`src/rtl/pipeline_feeder_pkg.sv`:
```
// ============================================================================
// Module      : pipeline_feeder_pkg
// Description : State encodings and sizing helper shared by pipeline_feeder
//               and its result FIFO.
// Revision    : 1.0 - initial release
// ============================================================================
`default_nettype none

package pipeline_feeder_pkg;

    // Issue-side handshake states
    localparam logic [1:0] c_issue_idle    = 2'd0;
    localparam logic [1:0] c_issue_req     = 2'd1;
    localparam logic [1:0] c_issue_release = 2'd2;

    // Result-side handshake states
    localparam logic [0:0] c_sink_wait_dor = 1'b0;
    localparam logic [0:0] c_sink_acked    = 1'b1;

    // Pointer width for a power-of-two FIFO; never narrower than one bit
    function automatic int fifo_ptr_w(input int depth);
        return (depth <= 2) ? 1 : $clog2(depth);
    endfunction

endpackage

`default_nettype wire

```
`src/rtl/result_fifo.sv`:
```
// ============================================================================
// Module      : result_fifo
// Description : Synchronous show-ahead FIFO with occupancy count. The head
//               word reads as zero while the FIFO is empty.
// Revision    : 1.0 - initial release
// ============================================================================
`default_nettype none

module result_fifo
    import pipeline_feeder_pkg::*;
#(
    parameter int DATA_W     = 32,
    parameter int FIFO_DEPTH = 4,
    localparam int PTR_W     = fifo_ptr_w(FIFO_DEPTH)
) (
    input  logic              clk,
    input  logic              reset,
    input  logic              i_push,
    input  logic [DATA_W-1:0] i_data,
    input  logic              i_pop,
    output logic [DATA_W-1:0] o_data,
    output logic              o_empty,
    output logic              o_full,
    output logic [PTR_W:0]    o_count
);

    localparam logic [PTR_W:0] c_full_count = (PTR_W + 1)'(FIFO_DEPTH);

    logic [DATA_W-1:0] r_mem [FIFO_DEPTH];
    logic [PTR_W-1:0]  r_wr_ptr;
    logic [PTR_W-1:0]  r_rd_ptr;
    logic [PTR_W:0]    r_count;
    logic              w_push;
    logic              w_pop;

    assign w_push  = i_push && (r_count != c_full_count);
    assign w_pop   = i_pop && (r_count != '0);
    assign o_empty = (r_count == '0);
    assign o_full  = (r_count == c_full_count);
    assign o_count = r_count;
    assign o_data  = o_empty ? '0 : r_mem[r_rd_ptr];

    // Storage array: written at the tail, no reset needed on the data
    always_ff @(posedge clk) begin
        if (w_push) begin
            r_mem[r_wr_ptr] <= i_data;
        end
    end

    // Pointers wrap naturally because the depth is a power of two
    always_ff @(posedge clk) begin
        if (reset) begin
            r_wr_ptr <= '0;
            r_rd_ptr <= '0;
            r_count  <= '0;
        end else begin
            if (w_push) r_wr_ptr <= r_wr_ptr + 1'b1;
            if (w_pop)  r_rd_ptr <= r_rd_ptr + 1'b1;
            case ({w_push, w_pop})
                2'b10:   r_count <= r_count + 1'b1;
                2'b01:   r_count <= r_count - 1'b1;
                default: r_count <= r_count;
            endcase
        end
    end

endmodule

`default_nettype wire

```
`src/rtl/pipeline_feeder.sv`:
```
// ============================================================================
// Module      : pipeline_feeder
// Description : Fetch-address generator driving the pipeline DIR/ack input
//               handshake with a credit limit and PC redirect, plus a result
//               collector on the DOR/ack output handshake.
// Revision    : 1.0 - initial release
// ============================================================================
`default_nettype none

module pipeline_feeder
    import pipeline_feeder_pkg::*;
#(
    parameter int               DATA_W       = 32,
    parameter int               PC_STEP      = 4,
    parameter logic [DATA_W-1:0] RESET_PC    = '0,
    parameter int               MAX_INFLIGHT = 4,
    parameter int               FIFO_DEPTH   = 4
) (
    input  logic                            clk,
    input  logic                            reset,
    input  logic                            enable,
    input  logic                            redirect_valid,
    input  logic [DATA_W-1:0]               redirect_pc,
    output logic                            pipe_dir,
    output logic [DATA_W-1:0]               pipe_data_in,
    input  logic                            pipe_ack_in,
    input  logic                            pipe_dor,
    input  logic [DATA_W-1:0]               pipe_data_out,
    output logic                            pipe_ack_out,
    output logic                            res_valid,
    output logic [DATA_W-1:0]               res_data,
    input  logic                            res_ready,
    output logic [3:0]                      inflight,
    output logic [fifo_ptr_w(FIFO_DEPTH):0] fifo_count
);

    localparam logic [DATA_W-1:0] c_pc_step      = DATA_W'(PC_STEP);
    localparam logic [3:0]        c_max_inflight = 4'(MAX_INFLIGHT);

    logic [1:0]        r_issue_state, w_issue_next;
    logic              r_pipe_dir, w_dir_next;
    logic [DATA_W-1:0] r_pipe_data_in, w_din_next;
    logic [DATA_W-1:0] r_pc, w_pc_next;
    logic              r_redir_pend, w_pend_next;
    logic [DATA_W-1:0] r_redir_pc, w_pend_pc_next;
    logic              w_issue_done;

    logic [0:0]        r_sink_state, w_sink_next;
    logic              r_ack_out, w_ack_out_next;
    logic              w_push;
    logic              w_fifo_full;
    logic              w_fifo_empty;

    logic [3:0]        r_inflight;

    // Issue next-state: request, hold until ack, then wait for ack release
    always_comb begin
        w_issue_next   = r_issue_state;
        w_dir_next     = r_pipe_dir;
        w_din_next     = r_pipe_data_in;
        w_pc_next      = r_pc;
        w_pend_next    = r_redir_pend;
        w_pend_pc_next = r_redir_pc;
        w_issue_done   = 1'b0;
        case (r_issue_state)
            c_issue_idle: begin
                // A redirect arriving on the issue cycle is issued directly
                if (redirect_valid) w_pc_next = redirect_pc;
                if (enable && (r_inflight < c_max_inflight)) begin
                    w_dir_next   = 1'b1;
                    w_din_next   = redirect_valid ? redirect_pc : r_pc;
                    w_issue_next = c_issue_req;
                end
            end
            c_issue_req: begin
                if (pipe_ack_in) begin
                    w_dir_next   = 1'b0;
                    w_issue_done = 1'b1;
                    w_pend_next  = 1'b0;
                    w_issue_next = c_issue_release;
                    if (redirect_valid)    w_pc_next = redirect_pc;
                    else if (r_redir_pend) w_pc_next = r_redir_pc;
                    else                   w_pc_next = r_pc + c_pc_step;
                end else if (redirect_valid) begin
                    // The bus request stays put; the target waits for the ack
                    w_pend_next    = 1'b1;
                    w_pend_pc_next = redirect_pc;
                end
            end
            c_issue_release: begin
                if (redirect_valid) w_pc_next = redirect_pc;
                if (!pipe_ack_in)   w_issue_next = c_issue_idle;
            end
            default: begin
                w_issue_next = c_issue_idle;
                w_dir_next   = 1'b0;
            end
        endcase
    end

    // Issue state and registered bus outputs
    always_ff @(posedge clk) begin
        if (reset) begin
            r_issue_state  <= c_issue_idle;
            r_pipe_dir     <= 1'b0;
            r_pipe_data_in <= '0;
            r_pc           <= RESET_PC;
            r_redir_pend   <= 1'b0;
            r_redir_pc     <= '0;
        end else begin
            r_issue_state  <= w_issue_next;
            r_pipe_dir     <= w_dir_next;
            r_pipe_data_in <= w_din_next;
            r_pc           <= w_pc_next;
            r_redir_pend   <= w_pend_next;
            r_redir_pc     <= w_pend_pc_next;
        end
    end

    // Sink next-state: accept one result when there is room, ack for one cycle
    always_comb begin
        w_sink_next    = r_sink_state;
        w_ack_out_next = r_ack_out;
        w_push         = 1'b0;
        case (r_sink_state)
            c_sink_wait_dor: begin
                if (pipe_dor && !w_fifo_full) begin
                    w_push         = 1'b1;
                    w_ack_out_next = 1'b1;
                    w_sink_next    = c_sink_acked;
                end
            end
            default: begin
                w_ack_out_next = 1'b0;
                w_sink_next    = c_sink_wait_dor;
            end
        endcase
    end

    // Sink state and registered ack
    always_ff @(posedge clk) begin
        if (reset) begin
            r_sink_state <= c_sink_wait_dor;
            r_ack_out    <= 1'b0;
        end else begin
            r_sink_state <= w_sink_next;
            r_ack_out    <= w_ack_out_next;
        end
    end

    // Outstanding-request credit: issue adds, returned result removes
    always_ff @(posedge clk) begin
        if (reset) begin
            r_inflight <= '0;
        end else begin
            case ({w_issue_done, w_push})
                2'b10:   r_inflight <= r_inflight + 4'd1;
                2'b01:   if (r_inflight != 4'd0) r_inflight <= r_inflight - 4'd1;
                default: r_inflight <= r_inflight;
            endcase
        end
    end

    // A result with nothing outstanding means the pipeline misbehaved
    always_ff @(posedge clk) begin
        if (!reset && w_push && !w_issue_done) begin
            assert (r_inflight != 4'd0);
        end
    end

    result_fifo #(
        .DATA_W     (DATA_W),
        .FIFO_DEPTH (FIFO_DEPTH)
    ) u_result_fifo (
        .clk     (clk),
        .reset   (reset),
        .i_push  (w_push),
        .i_data  (pipe_data_out),
        .i_pop   (res_ready),
        .o_data  (res_data),
        .o_empty (w_fifo_empty),
        .o_full  (w_fifo_full),
        .o_count (fifo_count)
    );

    assign pipe_dir     = r_pipe_dir;
    assign pipe_data_in = r_pipe_data_in;
    assign pipe_ack_out = r_ack_out;
    assign res_valid    = !w_fifo_empty;
    assign inflight     = r_inflight;

endmodule

`default_nettype wire

```
`config.mk`:
```
export PLATFORM = sky130hd
export DESIGN_NAME = pipeline_feeder
export DESIGN_NICKNAME = d
export VERILOG_FILES = /design/src/rtl/pipeline_feeder_pkg.sv /design/src/rtl/result_fifo.sv /design/src/rtl/pipeline_feeder.sv
export SDC_FILE = /design/constraint.sdc
export NUM_CORES = 1
export LEC_CHECK = 0
export CORE_ASPECT_RATIO = 1.75
export CORE_MARGIN = 2
export CORE_UTILIZATION = 55
export CTS_CLUSTER_DIAMETER = 80
export DETAILED_ROUTE_END_ITERATION = 16
export PLACE_DENSITY = 0.81
export SLEW_MARGIN = 20
export SYNTH_ARGS = -nofsm -noshare
export SYNTH_HDL_FRONTEND = slang
export SYNTH_SLANG_ARGS = --single-unit
```
`constraint.sdc`:
```
create_clock -name clk -period 3.3 [get_ports clk]
set_input_delay 0.825 -clock clk [delete_from_list [all_inputs] [get_ports clk]]
set_output_delay 0.825 -clock clk [all_outputs]
set_load 0.05 [all_outputs]
```
Figure 1. Cell placement.
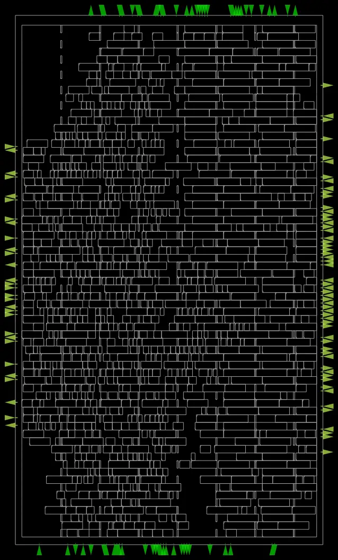
core area: 19100 um^2
fillers: 1407

Figure 2. Metal 3.
Bar = 20 um.
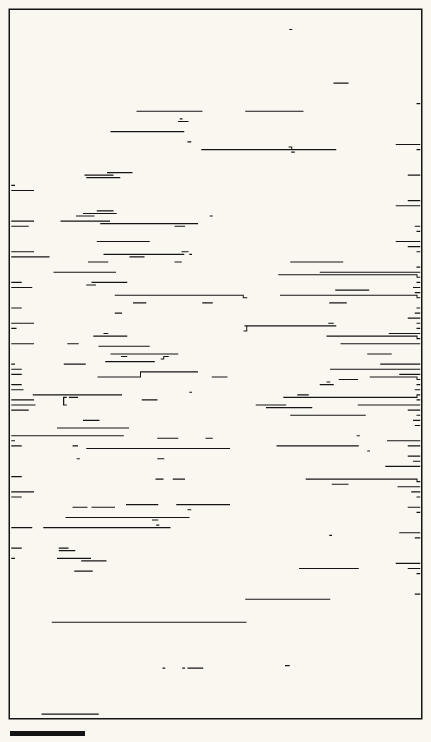
139 nets have wire on it. The wires run mostly horizontal.

==> GITHUB_STEP_SUMMARY <==
### Flow metrics

| Metric | Value |
|---|---|
| Outcome | `completed` |
| # Taps | `241` |
| Die width | `109 um` |
| Tmin final | `~2.9 ns` |
| # IOs | `between 100 and 150` |
| Final setup vio count | `0` |
| Avg Cell Area, Syn | `11.3 um^2` |
| MaxCap Viol Count | `0` |
| Register share after synthesis | `0.575` |
| Vias | `between 7000 and 8000` |
| Unique cell type count in the Yosys netlist | `59` |
| Peak Freq | `348 MHz` |
| Startpoint type of the worst setup path | `flip-flop` |
| NonClk Buf Share | `0.150` |
| Row count | `around 67` |
| Logic area | `4180 um^2` |
| Flop share of the area | `0.459` |
| Worst Setup Slack, final | `0.427 ns` |
| Top_reg_cell synth | `edfxtp_1` |
| Fin. max-slew vios | `0` |
| Worst slew pin tran | `0.909 ns` |
| Post-route cell area | `13400 um^2` |
| Largest net degree at the start of global routing | `~66` |
| Util after Layout | `0.700` |
| Pwr/cell area | `754 nW/um^2` |
| Syn Inst Count | `949` |
| Register area | `between 6000 and 7000 um^2` |
| Initial antenna violation count | `0` |
| # DRC | `0` |
| Count leader, synth | `edfxtp_1` |
| Area growth, synth to finish | `25.2%` |
| CTS clk-pin slew, worst paths | `about 0.070 ns` |
| Clock buf/inv share | `0.0501` |
| Sequential cell count | `~240` |
| Average routed wire per standard cell | `between 15 and 20 um` |
| Ys flops | `243` |
| Clk ins delay skew pair | `between 0.4 and 0.5 ns` |
| Final period utilization | `0.871` |
| Total power draw | `0.0101 W` |
| Final wirelength | `26000 um` |
| Clock Path Buffers | `3` |
| Clock buffer count | `24` |
| EDFF count, synth | `128` |
| Clk_skew | `about 0.013 ns` |
| CTS tree | `built` |
| Root Driver | `clkbuf_16` |
| Final hold vios | `0` |
| GRT Total Usage | `0.250` |
| # Cells Yosys | `949` |
| Floorplan Utilization | `0.559` |
| Hold_ws | `between 0.4 and 0.5 ns` |
| Total Negative Setup Slacks | `0 ns` |
| Top cells by area | `edfxtp_1, dfxtp_1, mux4_2, nand2_1, a21oi_1` |
| Hold Path Depth | `1` |
| Post-synth ARST share | `0` |
| Bufs w/o clock | `174` |
| Final Instance Count excl. Fillers | `~1300` |
| Gr ovfl total | `0` |
| Crit. End Element | `primary output` |
| Die Y | `188 um` |
| Vias in the first global route | `roughly 8000` |
| Placed insts | `~1300` |
| Critical path arrival | `between 2 and 2.5 ns` |
| YS warnings | `0` |
| CTS Sinks | `243` |
| 1st-iter DRT viols | `539` |
| Multi-In Gates | `609` |
| Largest cell class by area | `registers` |
| VDD IR max | `0.731 mV` |
| Post-DP Area | `12700 um^2` |
| Max FO, Critical Path | `32` |
| Top logic cells by instance count in the layout | `edfxtp_1, dfxtp_1, clkdlybuf4s50_1` |
| Hold-fix buffers, CTS | `0` |
| Area share, top type | `0.359` |
| Mapped Nets | `between 1000 and 1500` |
| First-pass GRT wire length | `40800 um` |
| Non-clk invs | `20` |
| RSZ-0062 raised after global routing | `false` |
| Post-placement worst setup slack | `0.338 ns` |
| TritonCTS buffer count | `21` |
| Critical path class | `reg -> out` |
| Chip area | `about 21000 um^2` |
| Vias per inst | `between 6 and 7` |
| Routability cong. | `0.856` |
| Yosys stat chip area | `10700 um^2` |
| Combinational share of cell area | `0.313` |
| Slew margin rel. | `0.391` |
| Final ANT Viol Nets | `0` |
| Worst reg2reg path depth | `9` |
==> sequential cells by signal (all words and copies together), names as in the netlist, named ones only <==
signal	count
pipe_ack_out	1
u_result_fifo.r_wr_ptr	2
u_result_fifo.o_count	3
u_result_fifo.r_mem	128
r_redir_pend	1
inflight	4
r_sink_state	1
r_issue_state	2
u_result_fifo.r_rd_ptr	2
pipe_dir	1
r_pc	32
r_redir_pc	32
pipe_data_in	32
==> cell families after synthesis <==
kind of cell	count (synthesis)	synth area share
AND-OR/OR-AND	215	0.134
XOR/XNOR	22	0.0180
flip-flops	243	0.575
adder cells (fa/ha/maj)	8	0.0101
multiplexers	56	0.0901
AND/OR/NAND/NOR	308	0.139
buffers and inverters	97	0.0343
==> worst max-delay path: stages, from the launching register on <==
cell	delay [ns]
dfxtp_2	0.34
buf_12	0.26
mux4_2	0.57
and2_1	0.22
buf_12	0.16
==> worst paths after layout <==
check,to,from,slack [ns]
setup / recovery,res_data[0],flip-flop,0.43
hold / removal,pipe_ack_out,r_sink_state,0.44
setup reg to reg,u_result_fifo.o_count[2],u_result_fifo.o_count[2],0.64
hold reg to reg,pipe_ack_out,r_sink_state,0.44
==> metal layers <==
metal	wire length, um	part of all wire	global-route usage
met2	14400	0.55	0.473
met5	0	0	0
met4	719	0.028	0.0910
met3	1410	0.054	0.0374
met1	9490	0.36	0.274
==> power by group <==
| group | switching [W] | total, W | internal [W] |
|---|---|---|---|
| sequential | 0.000175 | 0.00365 | 0.00347 |
| clock | 0.00104 | 0.00241 | 0.00136 |
| combinational | 0.00225 | 0.00404 | 0.00180 |
Power and IR drop assume default switching activity.
